### Cell sizes after repair

(8 px per µm)
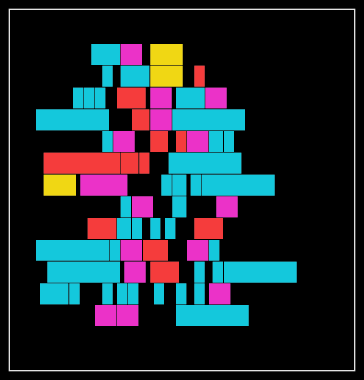
### Logic cells by family

(8 px per µm)
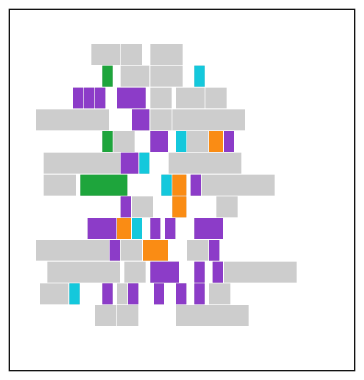
### Wire density map

(6 px per µm) 9 x 9 tiles, from dark purple (low) to yellow (high), scaled to the fullest tile. Values are wire area over tile area, all layers added.
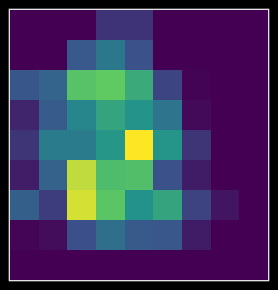
File: src/rtl/prbs_pkg.sv
// -----------------------------------------------------------------------------
// prbs_pkg
// Constants, state type and feedback function shared by the PRBS9 pattern
// generator and the PRBS9 checker.
//   PRBS_ORDER     : shift register length (9)
//   TAP_A, TAP_B   : history taps combined by the XNOR feedback
//   prbs_state_e   : checker synchronisation states
//   prbs_feedback(): next sequence bit predicted from a history register
//                    whose newest bit sits at the MSB
// -----------------------------------------------------------------------------
package prbs_pkg;

  localparam int PRBS_ORDER = 9;
  localparam int TAP_A      = 0;
  localparam int TAP_B      = 4;

  typedef enum logic [1:0] {
    HUNT,
    SYNC,
    LOCKED
  } prbs_state_e;

  // XNOR form: s[n] = ~(s[n-9] ^ s[n-5]). With the newest bit in the MSB,
  // s[n-9] is bit TAP_A and s[n-5] is bit TAP_B.
  function automatic logic prbs_feedback(input logic [PRBS_ORDER-1:0] sr);
    return ~(sr[TAP_A] ^ sr[TAP_B]);
  endfunction

endpackage

File: src/rtl/prbs9_predict.sv
// -----------------------------------------------------------------------------
// prbs9_predict
// Holds the 9-bit PRBS history and produces the predicted next bit.
//   clk, reset : rising-edge clock, asynchronous active-high reset
//   shift_en   : shift one bit into the history this cycle
//   sel_pred   : 1 = shift in the prediction (free-running reference),
//                0 = shift in the received bit (self-synchronising)
//   bit_in     : received bit
//   p          : predicted bit for the current history
//   lockup     : history is all ones (XNOR lock-up state)
// -----------------------------------------------------------------------------
module prbs9_predict
  import prbs_pkg::*;
(
  input  logic clk,
  input  logic reset,
  input  logic shift_en,
  input  logic sel_pred,
  input  logic bit_in,
  output logic p,
  output logic lockup
);

  logic [PRBS_ORDER-1:0] sr;
  logic                  shift_bit;

  assign p         = prbs_feedback(sr);
  assign lockup    = &sr;
  assign shift_bit = sel_pred ? p : bit_in;

  // History shifts right; the newest bit enters the MSB.
  // NOTE: sequential state uses non-blocking assignments so every flop
  // samples the pre-edge values regardless of statement order.
  always_ff @(posedge clk or posedge reset) begin
    if (reset) begin
      sr <= '0;
    end else if (shift_en) begin
      sr <= {shift_bit, sr[PRBS_ORDER-1:1]};
    end
  end

endmodule

File: config.mk
export PLATFORM = sky130hd
export DESIGN_NAME = prbs9_predict
export DESIGN_NICKNAME = d
export VERILOG_FILES = /design/src/rtl/prbs_pkg.sv /design/src/rtl/prbs9_predict.sv
export SDC_FILE = /design/constraint.sdc
export NUM_CORES = 1
export LEC_CHECK = 0
export ABC_AREA = 1
export CAP_MARGIN = 20
export CORE_AREA = 3 3 40 42
export CTS_CLUSTER_DIAMETER = 80
export DETAILED_ROUTE_END_ITERATION = 8
export DIE_AREA = 0 0 43 45
export PLACE_DENSITY = 0.5
export SLEW_MARGIN = 20
export SYNTH_ARGS = -nofsm -noshare
export SYNTH_HDL_FRONTEND = slang
export SYNTH_SLANG_ARGS = --single-unit
File: constraint.sdc
create_clock -name clk -period 0.9 [get_ports clk]
set_input_delay 0.18 -clock clk [delete_from_list [all_inputs] [get_ports clk]]
set_output_delay 0.18 -clock clk [all_outputs]
set_load 0.02 [all_outputs]
==> run_results.csv <==
group,metric,value,unit
floorplan,chipWidth,43,µm
cells_and_area,design_area,626,µm²
global_routing,globalRouteTotalUtil,11.6,%
pwr,p_total,0.00119,W
yosys,edff_count_synth,0,
job,warning_count,29,
cells_and_area,biggestRegsByFlops,"sr x9",
cts,ctsHtreeMaxLevel,1,
routing,first_iter_violations,9,
final_timing,report.final.setup_viol,3,
cts,clock-sinks,9,
cells_and_area,largest_reg_flops,9,
yosys,commonest_register_cell_after_synthesis,"sky130_fd_sc_hd__dfrtp_1",
global_routing,grt_remaining_overflow,0,
floorplan,design.portCount,7,
yosys,adder_share,0,%
final_timing,rsz0062_at_grt,"yes",
yosys,post_synth_most_frequent_cells,"sky130_fd_sc_hd__nand2_1, sky130_fd_sc_hd__dfrtp_1, sky130_fd_sc_hd__inv_1, sky130_fd_sc_hd__o21ai_1, sky130_fd_sc_hd__nand3_1",
yosys,netlist.area_leader.share,56.3,%
routing,wirelength_met1,429,µm
yosys,number_of_warnings_issued_by_yosys,0,
pwr,leakagePower,0.317,nW
cells_and_area,num-nonclk-inverters,6,
setup_path,crit_path_max_incr_delay,430,ps
cells_and_area,area_share_clock_buf_inv,4.20,%
final_timing,period_minus_slack,1260,ps
final_timing,drv_slew,0,
cts,cts_repair_resize_count,16,
outcome,outcome,"finished with violations",
outcome,violated_checks,"negative setup slack",
routing,topRoutingLayerUsed,"met4",
cells_and_area,area.growth.synth_to_final,56.3,%
cells_and_area,comb_area_share,28.0,%
floorplan,rows,13,
final_timing,postLayoutSetupSlackWorst,-356,ps
routing,postRouteAntennaNets,0,
setup_path,r2r.worst_path.cells,6,
cts,postCtsSetupRepairBufs,3,
global_routing,grt_util_met3,2.39,%
About 'Cell sizes after repair':
size	colour	cells	share
drive 6 and up	yellow	3	4.3%
drive 3 to 4	magenta	15	22%
drive 2	red	12	17%
drive 1 or less	cyan	39	57%

About 'Logic cells by family':
family	colour	cells
NOR gates	green	3
inverting AOI/OAI gates	orange	5
NAND gates	purple	24
inverters	cyan	6

About 'Wire density map':
tiles over half the peak	19%
nearly empty tiles	43%
emptiest ninth of the die	upper right
densest ninth of the die	centre
total routed wirelength: 952 µm
average detailed-routed wire length per instance: 11.3 µm
via count: 377

-- power groups by stage --
stage | combinational, W | sequential, W | clock [W]
after floorplan | 0.000126 | 0.000516 | 0
after global placement | 0.000267 | 0.000525 | 0
after detailed placement | 0.000266 | 0.000523 | 0
after CTS | 0.000314 | 0.000519 | 0.000327
after global routing | 0.000377 | 0.000539 | 0.000347
final | 0.000342 | 0.000532 | 0.000317
-- how the worst max path moves through the flow --
stage	start	end	slack [ps]	depth (start not counted)
final	sr[0]	lockup	-360	3
after global routing	sr[0]	lockup	-410	3
after CTS	sr[4]	lockup	-350	3
after detailed placement	sr[6]	lockup	-560	3
after global placement	sr[6]	lockup	-580	3
after floorplan	sr[7]	lockup	-9	2
-- critical path, delay by kind of cell (launching register included) --
family	cells	cell delay, ps
flops	1	430
buf+inv	1	130
simple gates	2	250
Power is estimated from default activity; no workload was simulated.
